<file path="config.mk">
export PLATFORM = sky130hd
export DESIGN_NAME = mem_arbiter_flat
export DESIGN_NICKNAME = d
export VERILOG_FILES = /design/src/rtl/mem_arbiter_if.sv /design/src/rtl/mem_arbiter.sv /design/src/flat_wrapper.sv
export SDC_FILE = /design/constraint.sdc
export NUM_CORES = 1
export LEC_CHECK = 0
export CAP_MARGIN = 5
export CORE_MARGIN = 2
export CORE_UTILIZATION = 45
export CTS_BUF_LIST = sky130_fd_sc_hd__clkbuf_2
export CTS_CLUSTER_SIZE = 16
export DETAILED_ROUTE_END_ITERATION = 7
export DONT_BUFFER_PORTS = 1
export GPL_ROUTABILITY_DRIVEN = 0
export GPL_TIMING_DRIVEN = 0
export PLACE_DENSITY_LB_ADDON = 0.05
export SLEW_MARGIN = 0
export SYNTH_ARGS = -nofsm -noshare
export SYNTH_HDL_FRONTEND = slang
export SYNTH_SLANG_ARGS = --single-unit
export TNS_END_PERCENT = 30
</file>
<file path="constraint.sdc">
create_clock -name clk -period 2.2 [get_ports clk]
set_input_delay 0.66 -clock clk [delete_from_list [all_inputs] [get_ports clk]]
set_output_delay 0.66 -clock clk [all_outputs]
set_load 0.02 [all_outputs]
</file>
<file path="src/rtl/mem_arbiter_if.sv">
// rtl/mem_arbiter_if.sv - requester and RAM-side signal bundle for mem_arbiter
interface mem_arbiter_if #(
    parameter int ADDR_W = 6,
    parameter int DATA_W = 10
);
    // port 0: instruction fetch
    logic              req0;
    logic              we0;
    logic [ADDR_W-1:0] addr0;
    logic [DATA_W-1:0] wdata0;
    logic              gnt0;
    logic              rvalid0;
    logic [DATA_W-1:0] rdata0;

    // port 1: data load/store
    logic              req1;
    logic              we1;
    logic [ADDR_W-1:0] addr1;
    logic [DATA_W-1:0] wdata1;
    logic              gnt1;
    logic              rvalid1;
    logic [DATA_W-1:0] rdata1;

    // single-port RAM side
    logic              mem_we;
    logic [ADDR_W-1:0] mem_addr;
    logic [DATA_W-1:0] mem_wdata;
    logic [DATA_W-1:0] mem_rdata;

    // arbiter view
    modport slave (
        input  req0, we0, addr0, wdata0,
        input  req1, we1, addr1, wdata1,
        input  mem_rdata,
        output gnt0, rvalid0, rdata0,
        output gnt1, rvalid1, rdata1,
        output mem_we, mem_addr, mem_wdata
    );

    // requesters plus RAM view
    modport master (
        output req0, we0, addr0, wdata0,
        output req1, we1, addr1, wdata1,
        output mem_rdata,
        input  gnt0, rvalid0, rdata0,
        input  gnt1, rvalid1, rdata1,
        input  mem_we, mem_addr, mem_wdata
    );
endinterface

</file>
<file path="src/rtl/mem_arbiter.sv">
// rtl/mem_arbiter.sv - two-port round-robin arbiter for a single-port RAM (option: MEMARB_FIXED_PRIO_EN)
module mem_arbiter #(
    parameter int ADDR_W = 6,
    parameter int DATA_W = 10
) (
    input  logic           clk,
    input  logic           rst,
    mem_arbiter_if.slave   bus
);

    typedef enum logic [1:0] {
        IDLE  = 2'd0,
        ISSUE = 2'd1,
        RESP  = 2'd2
    } state_t;

    state_t            state_q, state_d;
    logic              last_q, last_d;
    logic              id_q, id_d;
    logic              we_q, we_d;
    logic [ADDR_W-1:0] addr_q, addr_d;
    logic [DATA_W-1:0] wdata_q, wdata_d;

    logic              tie_winner;
    logic              win;

    // Tie-break when both ports request in the same IDLE cycle
`ifdef MEMARB_FIXED_PRIO_EN
    assign tie_winner = 1'b1;
`else
    assign tie_winner = ~last_q;
`endif

    // State and latched-request registers; reset abandons any access in flight
    always_ff @(posedge clk or negedge rst) begin
        if (!rst) begin
            state_q <= IDLE;
            last_q  <= 1'b1;
            id_q    <= 1'b0;
            we_q    <= 1'b0;
            addr_q  <= '0;
            wdata_q <= '0;
        end else begin
            state_q <= state_d;
            last_q  <= last_d;
            id_q    <= id_d;
            we_q    <= we_d;
            addr_q  <= addr_d;
            wdata_q <= wdata_d;
        end
    end

    // Arbitration and next-state: latch the winner in IDLE, then one ISSUE and optional RESP cycle
    always_comb begin
        state_d = state_q;
        last_d  = last_q;
        id_d    = id_q;
        we_d    = we_q;
        addr_d  = addr_q;
        wdata_d = wdata_q;
        win     = 1'b0;
        case (state_q)
            IDLE: begin
                if (bus.req0 || bus.req1) begin
                    if (bus.req0 && bus.req1) begin
                        win = tie_winner;
                    end else begin
                        win = bus.req1;
                    end
                    id_d    = win;
                    last_d  = win;
                    we_d    = win ? bus.we1    : bus.we0;
                    addr_d  = win ? bus.addr1  : bus.addr0;
                    wdata_d = win ? bus.wdata1 : bus.wdata0;
                    state_d = ISSUE;
                end
            end
            ISSUE:   state_d = we_q ? IDLE : RESP;
            RESP:    state_d = IDLE;
            default: state_d = IDLE;
        endcase
    end

    // Outputs decoded from state; RAM address/data simply hold the last latched request
    always_comb begin
        logic issue;
        logic resp;
        issue         = (state_q == ISSUE);
        resp          = (state_q == RESP);
        bus.gnt0      = issue && !id_q;
        bus.gnt1      = issue &&  id_q;
        bus.mem_we    = issue && we_q;
        bus.mem_addr  = addr_q;
        bus.mem_wdata = wdata_q;
        bus.rvalid0   = resp && !id_q;
        bus.rvalid1   = resp &&  id_q;
        bus.rdata0    = (resp && !id_q) ? bus.mem_rdata : '0;
        bus.rdata1    = (resp &&  id_q) ? bus.mem_rdata : '0;
    end

endmodule

</file>
<file path="src/flat_wrapper.sv">
// flat-port wrapper written by rule: the top's interface ports become plain ports
module mem_arbiter_flat 
#(
    parameter int ADDR_W = 6,
    parameter int DATA_W = 10
)
  (clk, rst, bus_req0, bus_we0, bus_addr0, bus_wdata0, bus_req1, bus_we1, bus_addr1, bus_wdata1, bus_mem_rdata, bus_gnt0, bus_rvalid0, bus_rdata0, bus_gnt1, bus_rvalid1, bus_rdata1, bus_mem_we, bus_mem_addr, bus_mem_wdata);
  mem_arbiter_if #(.ADDR_W(ADDR_W), .DATA_W(DATA_W)) bus_i ();
  input  logic clk;
  input  logic rst;
  input wire logic [$bits(bus_i.req0)-1:0] bus_req0;
  input wire logic [$bits(bus_i.we0)-1:0] bus_we0;
  input wire logic [$bits(bus_i.addr0)-1:0] bus_addr0;
  input wire logic [$bits(bus_i.wdata0)-1:0] bus_wdata0;
  input wire logic [$bits(bus_i.req1)-1:0] bus_req1;
  input wire logic [$bits(bus_i.we1)-1:0] bus_we1;
  input wire logic [$bits(bus_i.addr1)-1:0] bus_addr1;
  input wire logic [$bits(bus_i.wdata1)-1:0] bus_wdata1;
  input wire logic [$bits(bus_i.mem_rdata)-1:0] bus_mem_rdata;
  output wire logic [$bits(bus_i.gnt0)-1:0] bus_gnt0;
  output wire logic [$bits(bus_i.rvalid0)-1:0] bus_rvalid0;
  output wire logic [$bits(bus_i.rdata0)-1:0] bus_rdata0;
  output wire logic [$bits(bus_i.gnt1)-1:0] bus_gnt1;
  output wire logic [$bits(bus_i.rvalid1)-1:0] bus_rvalid1;
  output wire logic [$bits(bus_i.rdata1)-1:0] bus_rdata1;
  output wire logic [$bits(bus_i.mem_we)-1:0] bus_mem_we;
  output wire logic [$bits(bus_i.mem_addr)-1:0] bus_mem_addr;
  output wire logic [$bits(bus_i.mem_wdata)-1:0] bus_mem_wdata;
  assign bus_i.req0 = bus_req0;
  assign bus_i.we0 = bus_we0;
  assign bus_i.addr0 = bus_addr0;
  assign bus_i.wdata0 = bus_wdata0;
  assign bus_i.req1 = bus_req1;
  assign bus_i.we1 = bus_we1;
  assign bus_i.addr1 = bus_addr1;
  assign bus_i.wdata1 = bus_wdata1;
  assign bus_i.mem_rdata = bus_mem_rdata;
  assign bus_gnt0 = bus_i.gnt0;
  assign bus_rvalid0 = bus_i.rvalid0;
  assign bus_rdata0 = bus_i.rdata0;
  assign bus_gnt1 = bus_i.gnt1;
  assign bus_rvalid1 = bus_i.rvalid1;
  assign bus_rdata1 = bus_i.rdata1;
  assign bus_mem_we = bus_i.mem_we;
  assign bus_mem_addr = bus_i.mem_addr;
  assign bus_mem_wdata = bus_i.mem_wdata;
  mem_arbiter #(.ADDR_W(ADDR_W), .DATA_W(DATA_W)) u_core (.clk(clk), .rst(rst), .bus(bus_i));
endmodule
</file>
Figure 1. Routing congestion map.
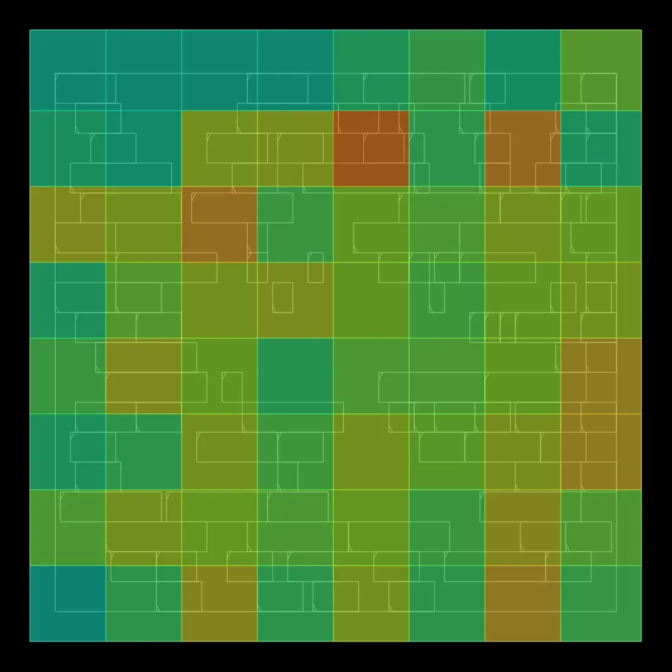
GR Layer Usage met1: 16.8%
global route hottest layer: met2

Figure 2. Signal wires on met1.
Bar = 20 um. Supply wires on this layer in grey. Cells faint in the background.
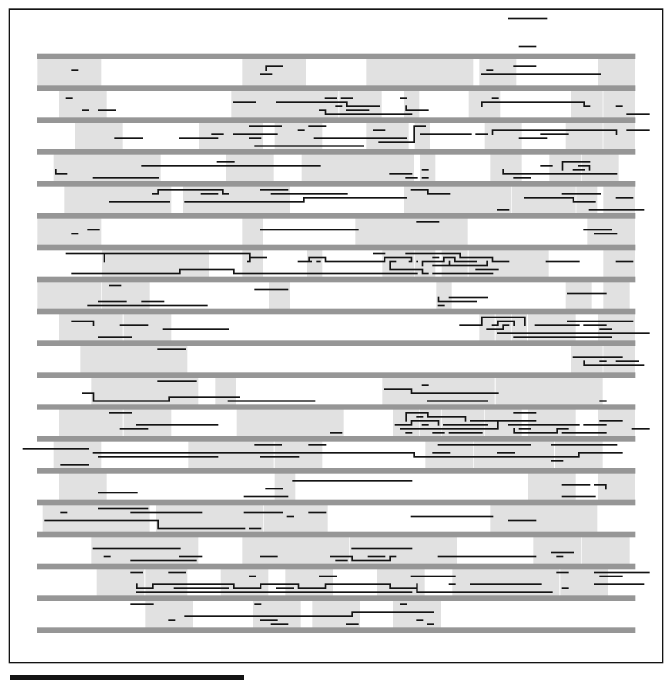
wire length on this layer: 871 um
longest straight run: 27.4 um
number of vias in the routed layout: 775
final wirelength: 2.30 mm

==> run notes <==
Item: results of the latest flow run.

- Across the run, the number of max-cap violations was 0.
- For reference, the critical path cell chain is nor3b_4, buf_8, and2_4.
- Synthesis produced 97 cells.
- Among all stages on the critical path, the largest delay is contributed by dfrtp_2.
- The clock skew is roughly 0.0095 ns.
- CTS reports a maximum clock tree buffer depth of 2.
- In the final report, the number of endpoints failing setup comes to 0.
- The total power divided by cell area is between 1000 and 1500 nW/um^2.
- Headroom to the max-slew limit came out at between 40% and 50%.
- Yosys reports that the leading cell type by area covers about two fifths of the netlist area.
- The type recorded for the worst min-delay path is in -> async.
- The CTS clock-pin slew for the worst setup and hold paths is roughly 0.2 ns.
- The compound-gate portion of the synthesized area is between 3 and 4%.
- The final antenna diode tally reported by the flow is 0.
- Summing all multiplexer cells gives an area fraction of approximately 34%.
- The number of endpoints with negative hold slack in the final report is 0.
- The measured slew at the worst slew-check pin is about 0.88 ns.
- Per the synthesis report, the adder-cell share of the synthesized area is 0%.
- The shortest clock period the worst path allows after layout is ~2.1 ns.
- For this run, the slowest stage of the critical path takes about 0.50 ns.
- The power report puts the leakage power at around 0.63 nW.
- The number of warnings reported in the yosys synthesis log is 0.
- The area fraction in xor and xnor cells is 0%.
- The highest supply drop recorded on VDD is between 0.8 and 0.9 mV.
- TritonCTS built the clock tree.
- Summing the areas of all and, or, nand and nor instances in the mapped netlist gives around 14% of the synthesized area.
- The minimum setup slack among reg-to-reg paths is ~0.53 ns.
- The clock tree root buffer cell is clkbuf_2.
- In this run, the number of DRC markers left after iteration 0 of detailed routing was 24.
- The final report lists a non-filler cell total of around 130.
- Averaged over all synthesized cells, the footprint is about 12 um^2.
- The largest net degree at the start of global routing is 21.
- In the log, the iteration count for the first detailed-route pass is 2.
- According to the floorplan report, the total die area is slightly above 3000 um^2.
- The number of warnings in the stage logs is 26.
- For reference, the top cells by area after synthesis are dfrtp_1, mux2_2, and2_1, mux2_4, dfstp_2.
- The cell area after technology mapping is about 1200 um^2.
- In the synthesis report, Yosys lists the chip area as between 1000 and 1500 um^2.
- The clock reaches the later pin of the worst-skew pair after ~0.31 ns.
- In the final layout, the fill cell count is 228.
- The DRC violation count after routing is 0.
- At floorplan, the net count of the design was reported as about 150.
- From left edge to right edge, the die measures ~56 um.
- The final clock period utilization by the worst path is between 90% and 100%.
- Counting distinct cell types in the post-synthesis netlist gives 20.
- The fmax is between 400 and 500 MHz.
- The data arrival time of the critical path is roughly 1.5 ns.
- The wire length of the first global-routing pass is 3.56 mm.
- The area of the placeable core is between 2000 and 2500 um^2.
- The cell total after placement is ~130.
- The final total power is about 0.0019 W.
- After floorplanning, the core was divided into 18 placement rows.
- The initial standard-cell utilization of the core is approximately 48%.
- The via count of the first global-routing pass is around 800.
- The category of the critical setup timing path is reg -> out.
- The share of the yosys chip area belonging to registers is a little over two fifths.
- Using the TritonRoute via totals, the vias-per-cell ratio works out to slightly below 6.
- Per the post-route antenna check, the number of violating nets is 0.
- The overall global routing resource usage is 14.6%.
- The half-perimeter wire length after placement is 1.67 mm.
- The area growth from synthesis to layout is 13.3%.
- Max fanout on the critical path was recorded as 6.
- The average detailed-routed wire length per instance is about 17 um.
- Counting pins that exceed their max-slew limit in the final report gives 0.
- The count of H-tree levels built during CTS is 1.
- The flow ran to the end, and the final reports show no timing, DRC or antenna violations.
- The layout cell share with drive strength beyond 1 is between 60% and 70%.
- After the last flow step, the layout net total stands at roughly 150.
- The startpoint type of the worst setup path is a flop.
- Summed over all layers, the global routing overflow is 0.
- Among logic cells in the layout, the one with the most instances is mux2_2.
- The number of flip-flops and latches in the synthesized netlist is 21.
- According to the CTS report, the clock sink count is 21.
- The initial antenna violation count was 0.
- Per the cell usage report, the commonest logic cells after layout are mux2_2, dfrtp_1, and2_2, and2_4, mux2_4.
- At the worst endpoint, the required time is approximately 1.5 ns.
- In this run the vertical extent of the chip is ~56 um.
- The top cell type by total area after synthesis is dfrtp_1.
- The critical path endpoint category is an output port.
- TritonCTS created 3 clock buffers.
- Among the non-sequential cells, multiplexers take the most area.
- Per the Yosys statistics, synthesis produced roughly 97 cells.
Figure 3. Nets reached from selected ports.
Bar = 20 um.
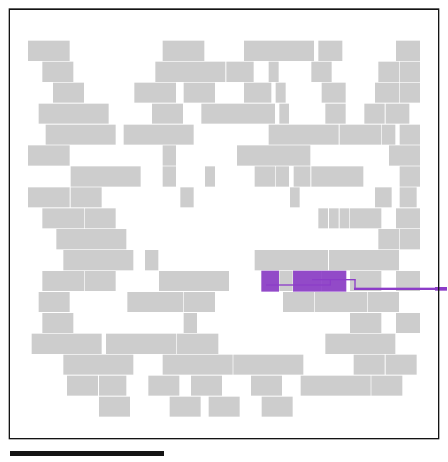
legend:
  purple:
    port: bus_req0
    direction: input
    end_cells: 3
    buffers: 0
    wire: 26.1 um
Top Ports: 89
IO buf count: 0

[repair_timing]
action,CTS,global route
setup buffers,0,0
pin swaps,0,4
endpoints found under the setup margin,18,18
gates resized,24,21
hold endpoints to repair,20,0
cloned,2,0
hold buffers,1,0
[final timing paths]
check                                  start                 endpoint  cells past startpoint
min in group clk                    bus_req0            u_core.last_q                      1
hold / removal                           rst            u_core.last_q                      0
setup / recovery           u_core.state_q[0]            bus_rdata1[3]                      3
hold reg to reg                  u_core.we_q        u_core.state_q[1]                      1
max in group asynchronous                rst              u_core.id_q                      1
setup reg to reg               u_core.last_q  u_core.bus.mem_wdata[2]                      5
[synth_stat cells]
cell type,instances
a21bo_1,1
nor3b_1,2
buf_2,1
mux2_4,8
a21oi_1,1
buf_6,1
buf_12,1
and2_1,20
inv_1,3
mux2i_1,2
mux2_2,24
a31oi_1,1
a21o_1,1
dfstp_2,1
nor3_1,1
clkbuf_1,2
nor2_1,5
dfrtp_1,20
nand2b_1,1
o21ai_2,1
[kinds of logic after synthesis]
kind of cell    Yosys count
compound gates            5
buf+inv                   8
flops                    21
mux                      34
simple gates             29
[final cells by class]
| class | instances | area (um^2) | area share (%) |
|---|---|---|---|
| plain buffers | 5 | 62.6 | 4.60 |
| clock buffers | 3 | 15.0 | 1.10 |
| clock inverters | 1 | 5.00 | 0.368 |
| inverters | 3 | 11.3 | 0.828 |
| multi-input cells | 68 | 673 | 49.5 |
| flip-flops and latches | 21 | 529 | 38.9 |
| well taps | 30 | 37.5 | 2.76 |
| repair buffers | 3 | 26.3 | 1.93 |
[report_power, final]
part / internal, W / switching [W]
combinational: 0.000400 / 0.000367
sequential: 0.000593 / 0.000343
clock: 0.0000412 / 0.000117
total: 0.00103 / 0.000827
[registers in the layout, summed over array words and instances (netlist names)]
name                  count
u_core.bus.mem_wdata     10
u_core.bus.mem_addr       6
u_core.last_q             1
u_core.state_q            2
u_core.id_q               1
u_core.we_q               1
[metrics by stage]
| step | setup TNS [ns] | utilization [%] | worst slack, ns | instance area [um^2] | hold slack [ns] |
|---|---|---|---|---|---|
| after CTS | 0 | 52.9 | 0.00344 | 1320 | 0.113 |
| after detailed placement | 0 | 49.5 | 0.0906 | 1240 | 0.365 |
| after floorplan | 0 | - | 0.271 | 1200 | 0.364 |
| final | 0 | 54.4 | 0.0638 | 1360 | 0.143 |
| after global routing | -0.105 | 54.4 | -0.0214 | 1360 | 0.0780 |
| after global placement | 0 | 49.5 | 0.137 | 1240 | 0.365 |
[critical path: cells and delay by family (launching register included)]
family,cells,cell delay (ns)
flip-flops,1,0.50
AND/OR/NAND/NOR,2,0.49
buffers and inverters,1,0.18
[routing by layer]
metal  global-route usage [%]  routed length, um  vias up
li1                         -                  -      347
met1                     16.8                871      372
met2                     26.0               1170       56
met3                     4.42                266        0
met4                     4.18                  0        0
met5                        0                  0        -
Power and IR drop assume default switching activity.
